`src/rtl/hazard_mc_if.sv`:
```
// ----------------------------------------------------------------------------
// hazard_mc_if
// Bundles every non-clock/reset signal of the hazard unit.
//   master : pipeline side, drives stage indices/controls, reads hazard results
//   slave  : hazard unit, reads stage indices/controls, drives stalls/flushes,
//            forwarding selects, MC busy flag and performance counters
// Parameters: RA_W register-index width, CNT_W performance-counter width.
// ----------------------------------------------------------------------------
interface hazard_mc_if #(
    parameter int RA_W  = 4,
    parameter int CNT_W = 16
);
    // D/E/M/W stage register indices
    logic [RA_W-1:0]  RA1D, RA2D;
    logic [RA_W-1:0]  RA1E, RA2E, WA3E;
    logic [RA_W-1:0]  WA3M, RA2M;
    logic [RA_W-1:0]  WA3W;
    // stage controls
    logic             MemtoRegE, RegWriteE, PCSrcE;
    logic             MCStartE, MCDone;
    logic             RegWriteM, MemWriteM;
    logic             RegWriteW, MemtoRegW;
    logic             CntClear;
    // hazard results
    logic             StallF, StallD, StallE;
    logic             FlushD, FlushE, FlushM;
    logic [1:0]       ForwardAE, ForwardBE;
    logic             ForwardM;
    logic             MCBusy;
    logic [CNT_W-1:0] LdrStallCnt, McStallCnt, FlushCnt;

    modport master (
        output RA1D, RA2D, RA1E, RA2E, WA3E, WA3M, RA2M, WA3W,
               MemtoRegE, RegWriteE, PCSrcE, MCStartE, MCDone,
               RegWriteM, MemWriteM, RegWriteW, MemtoRegW, CntClear,
        input  StallF, StallD, StallE, FlushD, FlushE, FlushM,
               ForwardAE, ForwardBE, ForwardM, MCBusy,
               LdrStallCnt, McStallCnt, FlushCnt
    );

    modport slave (
        input  RA1D, RA2D, RA1E, RA2E, WA3E, WA3M, RA2M, WA3W,
               MemtoRegE, RegWriteE, PCSrcE, MCStartE, MCDone,
               RegWriteM, MemWriteM, RegWriteW, MemtoRegW, CntClear,
        output StallF, StallD, StallE, FlushD, FlushE, FlushM,
               ForwardAE, ForwardBE, ForwardM, MCBusy,
               LdrStallCnt, McStallCnt, FlushCnt
    );
endinterface

```
`src/rtl/hazard_mc.sv`:
```
// ----------------------------------------------------------------------------
// hazard_mc
// Hazard unit for the 5-stage ARM pipeline: E-stage operand forwarding,
// LDR->STR memory forwarding, load-use stall, branch flush, and a stall FSM
// that freezes F/D/E while a multi-cycle op (MUL/DIV) occupies E.
// Saturating performance counters track load-use stalls, MC stalls, flushes.
//
// Ports:
//   CLK     in  rising-edge clock
//   RESETn  in  asynchronous active-low reset
//   bus     hazard_mc_if.slave: stage indices/controls in; Stall*/Flush*,
//           Forward*, MCBusy and the three counters out
// Parameters:
//   RA_W         register-index width
//   MC_LATENCY   E-stage occupancy of an MC op in fixed mode (>=1)
//   MC_EXT_DONE  0: fixed-latency down-counter, 1: completion on MCDone
//   CNT_W        performance-counter width
// ----------------------------------------------------------------------------
module hazard_mc #(
    parameter int RA_W        = 4,
    parameter int MC_LATENCY  = 4,
    parameter int MC_EXT_DONE = 0,
    parameter int CNT_W       = 16
) (
    input  logic       CLK,
    input  logic       RESETn,
    hazard_mc_if.slave bus
);

    localparam int MC_CNT_W = $clog2(MC_LATENCY) + 1;
    localparam logic [MC_CNT_W-1:0] MC_LOAD = MC_CNT_W'(MC_LATENCY - 1);
    // A single-cycle op in fixed mode never needs to hold the pipeline.
    localparam bit MC_START_OK = (MC_EXT_DONE != 0) || (MC_LATENCY >= 2);

    typedef logic [RA_W-1:0] ra_t;
    typedef enum logic {ST_IDLE = 1'b0, ST_BUSY = 1'b1} state_t;

    // M-stage result has priority over the older W-stage result.
    function automatic logic [1:0] fwd_sel(input ra_t src, input ra_t wa_m,
                                           input logic rw_m, input ra_t wa_w,
                                           input logic rw_w);
        if (rw_m && (src == wa_m))      return 2'b10;
        else if (rw_w && (src == wa_w)) return 2'b01;
        else                            return 2'b00;
    endfunction

    function automatic logic [CNT_W-1:0] sat_inc(input logic [CNT_W-1:0] v,
                                                 input logic en);
        if (en && (v != {CNT_W{1'b1}})) return v + CNT_W'(1);
        return v;
    endfunction

    state_t              r_state, w_state_nxt;
    logic [MC_CNT_W-1:0] r_mc_cnt, w_mc_cnt_nxt;
    logic                w_finish;
    logic                w_mc_stall;
    logic                w_ldr_stall;
    logic                w_flush_d;
    logic [CNT_W-1:0]    r_ldr_cnt, r_mc_stall_cnt, r_flush_cnt;

    assign w_ldr_stall = ((bus.RA1D == bus.WA3E) || (bus.RA2D == bus.WA3E)) &&
                         bus.MemtoRegE && bus.RegWriteE;

    always_comb begin
        w_finish = 1'b0;
        if (MC_EXT_DONE != 0) w_finish = bus.MCDone;
        else                  w_finish = (r_mc_cnt == MC_CNT_W'(1));
    end

    always_ff @(posedge CLK or negedge RESETn) begin
        if (!RESETn) begin
            r_state  <= ST_IDLE;
            r_mc_cnt <= '0;
        end else begin
            r_state  <= w_state_nxt;
            r_mc_cnt <= w_mc_cnt_nxt;
        end
    end

    // The stall is asserted in the cycle the op is first seen, before the
    // FSM has registered BUSY, so the op cannot slip out of E.
    always_comb begin
        w_state_nxt  = r_state;
        w_mc_cnt_nxt = r_mc_cnt;
        w_mc_stall   = 1'b0;
        case (r_state)
            ST_IDLE: begin
                if (bus.MCStartE && MC_START_OK) begin
                    w_state_nxt  = ST_BUSY;
                    w_mc_cnt_nxt = MC_LOAD;
                    w_mc_stall   = 1'b1;
                end
            end
            ST_BUSY: begin
                if (MC_EXT_DONE == 0) w_mc_cnt_nxt = r_mc_cnt - MC_CNT_W'(1);
                if (w_finish) w_state_nxt = ST_IDLE;
                else          w_mc_stall  = 1'b1;
            end
            default: begin
                w_state_nxt = ST_IDLE;
            end
        endcase
    end

    // MC stall wins: the op must stay in E, so neither a load-use bubble nor
    // a branch flush may disturb D/E while it is frozen.
    assign w_flush_d     = bus.PCSrcE && !w_mc_stall;
    assign bus.StallF    = w_ldr_stall || w_mc_stall;
    assign bus.StallD    = w_ldr_stall || w_mc_stall;
    assign bus.StallE    = w_mc_stall;
    assign bus.FlushM    = w_mc_stall;
    assign bus.FlushE    = (w_ldr_stall || bus.PCSrcE) && !w_mc_stall;
    assign bus.FlushD    = w_flush_d;
    assign bus.MCBusy    = (r_state == ST_BUSY);

    assign bus.ForwardAE = fwd_sel(bus.RA1E, bus.WA3M, bus.RegWriteM,
                                   bus.WA3W, bus.RegWriteW);
    assign bus.ForwardBE = fwd_sel(bus.RA2E, bus.WA3M, bus.RegWriteM,
                                   bus.WA3W, bus.RegWriteW);
    assign bus.ForwardM  = (bus.RA2M == bus.WA3W) && bus.MemWriteM &&
                           bus.MemtoRegW && bus.RegWriteW;

    always_ff @(posedge CLK or negedge RESETn) begin
        if (!RESETn) begin
            r_ldr_cnt      <= '0;
            r_mc_stall_cnt <= '0;
            r_flush_cnt    <= '0;
        end else if (bus.CntClear) begin
            r_ldr_cnt      <= '0;
            r_mc_stall_cnt <= '0;
            r_flush_cnt    <= '0;
        end else begin
            r_ldr_cnt      <= sat_inc(r_ldr_cnt, w_ldr_stall && !w_mc_stall);
            r_mc_stall_cnt <= sat_inc(r_mc_stall_cnt, w_mc_stall);
            r_flush_cnt    <= sat_inc(r_flush_cnt, w_flush_d);
        end
    end

    assign bus.LdrStallCnt = r_ldr_cnt;
    assign bus.McStallCnt  = r_mc_stall_cnt;
    assign bus.FlushCnt    = r_flush_cnt;

endmodule

```
`src/flat_wrapper.sv`:
```
// flat-port wrapper written by rule: the top's interface ports become plain ports
module hazard_mc_flat 
#(
    parameter int RA_W        = 4,
    parameter int MC_LATENCY  = 4,
    parameter int MC_EXT_DONE = 0,
    parameter int CNT_W       = 16
)
  (CLK, RESETn, bus_RA1D, bus_RA2D, bus_RA1E, bus_RA2E, bus_WA3E, bus_WA3M, bus_RA2M, bus_WA3W, bus_MemtoRegE, bus_RegWriteE, bus_PCSrcE, bus_MCStartE, bus_MCDone, bus_RegWriteM, bus_MemWriteM, bus_RegWriteW, bus_MemtoRegW, bus_CntClear, bus_StallF, bus_StallD, bus_StallE, bus_FlushD, bus_FlushE, bus_FlushM, bus_ForwardAE, bus_ForwardBE, bus_ForwardM, bus_MCBusy, bus_LdrStallCnt, bus_McStallCnt, bus_FlushCnt);
  hazard_mc_if #(.RA_W(RA_W), .CNT_W(CNT_W)) bus_i ();
  input  logic CLK;
  input  logic RESETn;
  input wire logic [$bits(bus_i.RA1D)-1:0] bus_RA1D;
  input wire logic [$bits(bus_i.RA2D)-1:0] bus_RA2D;
  input wire logic [$bits(bus_i.RA1E)-1:0] bus_RA1E;
  input wire logic [$bits(bus_i.RA2E)-1:0] bus_RA2E;
  input wire logic [$bits(bus_i.WA3E)-1:0] bus_WA3E;
  input wire logic [$bits(bus_i.WA3M)-1:0] bus_WA3M;
  input wire logic [$bits(bus_i.RA2M)-1:0] bus_RA2M;
  input wire logic [$bits(bus_i.WA3W)-1:0] bus_WA3W;
  input wire logic [$bits(bus_i.MemtoRegE)-1:0] bus_MemtoRegE;
  input wire logic [$bits(bus_i.RegWriteE)-1:0] bus_RegWriteE;
  input wire logic [$bits(bus_i.PCSrcE)-1:0] bus_PCSrcE;
  input wire logic [$bits(bus_i.MCStartE)-1:0] bus_MCStartE;
  input wire logic [$bits(bus_i.MCDone)-1:0] bus_MCDone;
  input wire logic [$bits(bus_i.RegWriteM)-1:0] bus_RegWriteM;
  input wire logic [$bits(bus_i.MemWriteM)-1:0] bus_MemWriteM;
  input wire logic [$bits(bus_i.RegWriteW)-1:0] bus_RegWriteW;
  input wire logic [$bits(bus_i.MemtoRegW)-1:0] bus_MemtoRegW;
  input wire logic [$bits(bus_i.CntClear)-1:0] bus_CntClear;
  output wire logic [$bits(bus_i.StallF)-1:0] bus_StallF;
  output wire logic [$bits(bus_i.StallD)-1:0] bus_StallD;
  output wire logic [$bits(bus_i.StallE)-1:0] bus_StallE;
  output wire logic [$bits(bus_i.FlushD)-1:0] bus_FlushD;
  output wire logic [$bits(bus_i.FlushE)-1:0] bus_FlushE;
  output wire logic [$bits(bus_i.FlushM)-1:0] bus_FlushM;
  output wire logic [$bits(bus_i.ForwardAE)-1:0] bus_ForwardAE;
  output wire logic [$bits(bus_i.ForwardBE)-1:0] bus_ForwardBE;
  output wire logic [$bits(bus_i.ForwardM)-1:0] bus_ForwardM;
  output wire logic [$bits(bus_i.MCBusy)-1:0] bus_MCBusy;
  output wire logic [$bits(bus_i.LdrStallCnt)-1:0] bus_LdrStallCnt;
  output wire logic [$bits(bus_i.McStallCnt)-1:0] bus_McStallCnt;
  output wire logic [$bits(bus_i.FlushCnt)-1:0] bus_FlushCnt;
  assign bus_i.RA1D = bus_RA1D;
  assign bus_i.RA2D = bus_RA2D;
  assign bus_i.RA1E = bus_RA1E;
  assign bus_i.RA2E = bus_RA2E;
  assign bus_i.WA3E = bus_WA3E;
  assign bus_i.WA3M = bus_WA3M;
  assign bus_i.RA2M = bus_RA2M;
  assign bus_i.WA3W = bus_WA3W;
  assign bus_i.MemtoRegE = bus_MemtoRegE;
  assign bus_i.RegWriteE = bus_RegWriteE;
  assign bus_i.PCSrcE = bus_PCSrcE;
  assign bus_i.MCStartE = bus_MCStartE;
  assign bus_i.MCDone = bus_MCDone;
  assign bus_i.RegWriteM = bus_RegWriteM;
  assign bus_i.MemWriteM = bus_MemWriteM;
  assign bus_i.RegWriteW = bus_RegWriteW;
  assign bus_i.MemtoRegW = bus_MemtoRegW;
  assign bus_i.CntClear = bus_CntClear;
  assign bus_StallF = bus_i.StallF;
  assign bus_StallD = bus_i.StallD;
  assign bus_StallE = bus_i.StallE;
  assign bus_FlushD = bus_i.FlushD;
  assign bus_FlushE = bus_i.FlushE;
  assign bus_FlushM = bus_i.FlushM;
  assign bus_ForwardAE = bus_i.ForwardAE;
  assign bus_ForwardBE = bus_i.ForwardBE;
  assign bus_ForwardM = bus_i.ForwardM;
  assign bus_MCBusy = bus_i.MCBusy;
  assign bus_LdrStallCnt = bus_i.LdrStallCnt;
  assign bus_McStallCnt = bus_i.McStallCnt;
  assign bus_FlushCnt = bus_i.FlushCnt;
  hazard_mc #(.RA_W(RA_W), .MC_LATENCY(MC_LATENCY), .MC_EXT_DONE(MC_EXT_DONE), .CNT_W(CNT_W)) u_core (.CLK(CLK), .RESETn(RESETn), .bus(bus_i));
endmodule
```
`config.mk`:
```
export PLATFORM = sky130hd
export DESIGN_NAME = hazard_mc_flat
export DESIGN_NICKNAME = d
export VERILOG_FILES = /design/src/rtl/hazard_mc_if.sv /design/src/rtl/hazard_mc.sv /design/src/flat_wrapper.sv
export SDC_FILE = /design/constraint.sdc
export NUM_CORES = 1
export LEC_CHECK = 0
export ABC_AREA = 0
export CAP_MARGIN = 20
export CELL_PAD_IN_SITES_DETAIL_PLACEMENT = 1
export CELL_PAD_IN_SITES_GLOBAL_PLACEMENT = 1
export CORE_MARGIN = 3
export CORE_UTILIZATION = 31
export DETAILED_ROUTE_END_ITERATION = 8
export PLACE_DENSITY_LB_ADDON = 0.1
export RECOVER_POWER = 50
export SYNTH_ARGS = -nofsm -noshare
export SYNTH_HDL_FRONTEND = slang
export SYNTH_SLANG_ARGS = --single-unit
export TNS_END_PERCENT = 10
```
`constraint.sdc`:
```
create_clock -name CLK -period 2.1 [get_ports CLK]
set_clock_uncertainty 0.1 [all_clocks]
set_input_delay 0.315 -clock CLK [delete_from_list [all_inputs] [get_ports CLK]]
set_output_delay 0.315 -clock CLK [all_outputs]
set_load 0.01 [all_outputs]
```
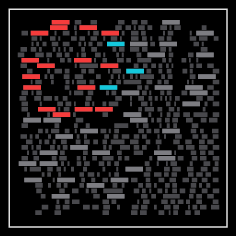
registers.png
Drawn at 2 px/um. Other sequential cells in the stronger grey, the rest of the logic in the fainter grey.
Key: red = `u_core.bus.FlushCnt` [flops 16]; cyan = `u_core.r_mc_cnt` [flops 3]
Another 33 sequential cells are not coloured.

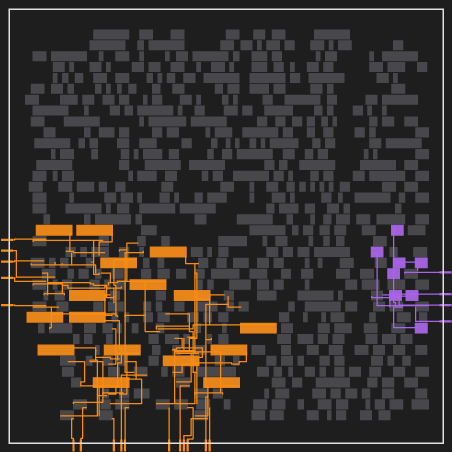
port_nets.png
Drawn at 4 px/um.
Key: orange = `bus_LdrStallCnt` [bits 16, direction output, edge 11 bottom, 5 left, end cells 16, buffers 23, wire 955 um]; purple = `bus_WA3E` [bits 4, direction input, edge right, end cells 8, buffers 4, wire 131 um]

==> out/results.env <==
DOMINANT-CELL-CLASS='combinational gates'
FINALNONFILLERCELLS=654
CTS.REPAIR_TIMING.SETUP_BUFFER_COUNT=6
MIN-DELAY-PATH-CLASS='reg -> reg'
FP_DENSITY_PCT=32.47
YS_SH_XOR_PCT=13.82
LAYOUT-DRIVE-GT1-SHARE_PCT=22.84
PART_OF_THE_TOTAL_POWER_DISSIPATED_IN_SEQUENTIAL_ELEMENTS_PCT=39.4
AVGSYNTHCELLAREA_UM2=9.155
GRT_MET2_USAGE_PCT=32.28
DETAILEDPLACE.WORSTSLACK_NS=-0.5810
NUMBER_OF_GLOBAL_ROUTE_VIAS_BEFORE_REPAIR=3482
NWELLTAPS=133
POST-SYNTH-TOP-AREA-FRACTION_PCT=40.26
CTS_MAX_PATH_BUFFERS=2
YS_SH_MUX_PCT=1.278
WORST_R2R_ENDPOINT='u_core.bus.LdrStallCnt[4]'
SYNTH_WARNINGS=0
NUMPORTBUFFERS=102
TOTALPOWERFINAL_uW=2868
CLOCK_NET_POWER_uW=614
MAX_CAP_VIOL_COUNT=0
FP.DIEH_UM=108.1
FINAL.SETUP.TNS_NS=-0.5516
CTS.REPAIR.RESIZED=48
ROUTED_WIRELENGTH_UM=10990
GRT-OVFL-TOTAL=0
COMPOUND_AREA_SHARE_PCT=13.74
ENABLE_FLOP_CELLS=0
RSZ_0062_RAISED_AFTER_GLOBAL_ROUTING='true'
WORSTSETUPENDPOINTTYPE='flop'
FINAL-SETUP-VIOL-COUNT=9
CRITPATHREQUIREDTIME_NS=2.25
SETUP.WORST_PATH.START='u_core.bus.MCBusy'
ROW_COUNT=36
FINALHOLDVIOLCOUNT=0
R2R-START='u_core.bus.MCBusy'
GP_CONGESTION=0.7950
MAX_CLOCK_FREQ_MHz=454.4
NUMBER_OF_BUFFERS_INSERTED_DURING_CLOCK_TREE_SYNTHESIS=5
LAYOUT.CELLS.MOST_COMMON='sky130_fd_sc_hd__clkdlybuf4s50_1'
LAYOUT.NON_CLOCK_INVERTERS=15
GRT_MAX_DEGREE=53
ROOT_BUFFER='sky130_fd_sc_hd__clkbuf_8'
SYNTH.DISTINCT_CELLS=50
GLOBAL_ROUTING_USAGE_SUMMED_ACROSS_ALL_ROUTING_LAYERS_PCT=18.39
DIE_WIDTH_UM=108.1
SEQUENTIALPOWER_uW=1130
WORSTSETUPENDPOINT='u_core.bus.LdrStallCnt[4]'
POWER_SWITCHING_uW=941.3
CRIT_ARRIVAL_NS=2.35
TRITONCTS_CLOCK_TREE='built'
SYNTHSIMPLEGATEAREAFRAC_PCT=24.78
MET3WIRELENGTH_UM=515
STDCELL_AREA_UM2=5155
LOGIC_AREA_UM2=1942
YOSYS_AREA_UM2=3232
COMB-CELL-SHARE_PCT=37.67
SYNTHDOMINANTAREACELLTYPE='sky130_fd_sc_hd__dfrtp_1'
STAGE_LOG_WARNINGS=31
LAYOUT.CLOCK_BUFFERS=6
HOLD-PATH-CELL-COUNT=2
R2R_CELLS=8
YS_CELLS=353
FINAL.FILL_COUNT=1174
CRITICAL_PATH.STARTPOINT_TYPE='flop'
END_POINT_OF_THE_MOST_CRITICAL_HOLD_PATH='u_core.bus.LdrStallCnt[5]'
POWER.SWITCHING_FRACTION_PCT=32.82
PWR.GROUP.COMBINATIONAL_uW=1120
SIGNAL_BUFFER_AREA_FRACTION_PCT=30.95
DETAILROUTE.VIA_COUNT=3346
DP.FINAL_HPWL_UM=8051
SEQUENTIAL_PORTION_OF_THE_CELL_AREA_PCT=25.24
POSTSYNTHREGISTERBITS=52
DESIGN.CORE.AREA_UM2=9955
DR_DRC_COUNT=0
SYNTH-ASYNC-RESET-RATIO_PCT=100.0
FINAL.MIN_CLOCK_PERIOD_NS=2.200
POSTSYNTH.TOPFLOPCELL='sky130_fd_sc_hd__dfrtp_1'
REPORT.FINAL.SLEW_VIOL_COUNT=0
CTS_HOLD_BUFFERS=1
USE_MET1_PCT=23.73
ANTENNA_CELLS=0
WORST_IR_DROP_VDD_uV=311.7
DRT.ANTENNA.VIOLATING_NETS=0
SETUP_SLACK_REG_TO_REG_NS=-0.10
CTS.SINK_COUNT=52
IO-PIN-COUNT=104
SYNTH.YOSYS.SEQ_AREA_SHARE_PCT=40.26
FIN_CRIT_SH_PCT=104.8
LAYOUT.CELLS.MOST_COMMON_LIST='sky130_fd_sc_hd__clkdlybuf4s50_1, sky130_fd_sc_hd__buf_4, sky130_fd_sc_hd__dfrtp_1'
POWER.DENSITY_CELL_AREA_nW_PER_UM2=556.3
OUTCOME='complete, but fails checks'
DRT-MET1-WL_UM=5026
FINISH.UTILIZATION_PCT=51.78
FLOW.AREA_GROWTH_FROM_SYNTHESIS_PCT=59.50
FINAL_NETS=570
WORST_HOLD_SLACK_NS=0.4802
CLOCK_AREA_SHARE_PCT=1.772
ROUTE.DETAILED.VIAS_PER_INST=5.116
WORSTMARGINPINSLEW_NS=1.261
SYNTH.CELLMIX.ADDERSHARE_PCT=1.936
DIE_AREA_UM2=11690
FIN_WS_NS=-0.1005
SHARE_CLK_OF_TOTAL_POWER_PCT=21.4
DOMINANT_POWER_GROUP='sequential cells'
CTS_CLK_PIN_SLEW_WORST_PATHS_NS=0.10
REGAREA_UM2=1301
FINAL.SIGNAL_BUFFER_COUNT=175
YOSYSMOSTFREQUENTCELL='sky130_fd_sc_hd__dfrtp_1'
HP-START='u_core.bus.LdrStallCnt[5]'
LOGIC_GATE_COUNT=272
CTS-HTREE-LEVELS=2
SYNTHESIS.NETS=402
FAILING_CHECKS='negative setup slack'
SYN-CELL-AREA_UM2=3232
DRT-WIRELENGTH-PER-CELL_UM=16.81
USE_MET3_PCT=3.164
COMMON_CELLS='sky130_fd_sc_hd__dfrtp_1, sky130_fd_sc_hd__nor2_1, sky130_fd_sc_hd__xnor2_1, sky130_fd_sc_hd__a21oi_1, sky130_fd_sc_hd__nand2_1'
MAX-SLEW-MARGIN-REL_PCT=15.96
DETAIL_ROUTE.ITER0.VIOLATIONS=95
CELLLEAKAGEPOWER_uW=0.002073
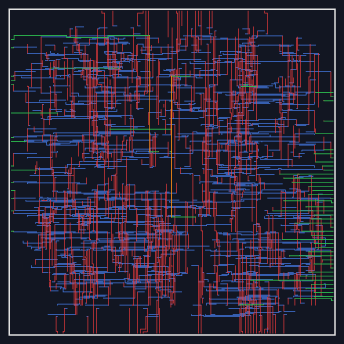
metal_stack.png
Drawn at 3 px/um.
Key: orange = met4 [wire length 85.7 um]; green = met3 [wire length 515 um]; red = met2 [wire length 5370 um]; blue = met1 [wire length 5030 um]

==> registers in the layout, indices dropped and copies added (netlist names) <==
register                count
u_core.bus.McStallCnt      16
u_core.r_mc_cnt             3
u_core.bus.LdrStallCnt     16
u_core.bus.FlushCnt        16
u_core.bus.MCBusy           1
==> critical path, stage by stage, from the launching register on <==
cell                      delay, ns
sky130_fd_sc_hd__dfrtp_1       0.45
sky130_fd_sc_hd__or2_4         0.28
sky130_fd_sc_hd__nand2_8       0.08
sky130_fd_sc_hd__inv_4         0.03
sky130_fd_sc_hd__a211o_1       0.26
sky130_fd_sc_hd__buf_12        0.15
sky130_fd_sc_hd__buf_8         0.12
sky130_fd_sc_hd__or4_4         0.53
sky130_fd_sc_hd__a21oi_2       0.14
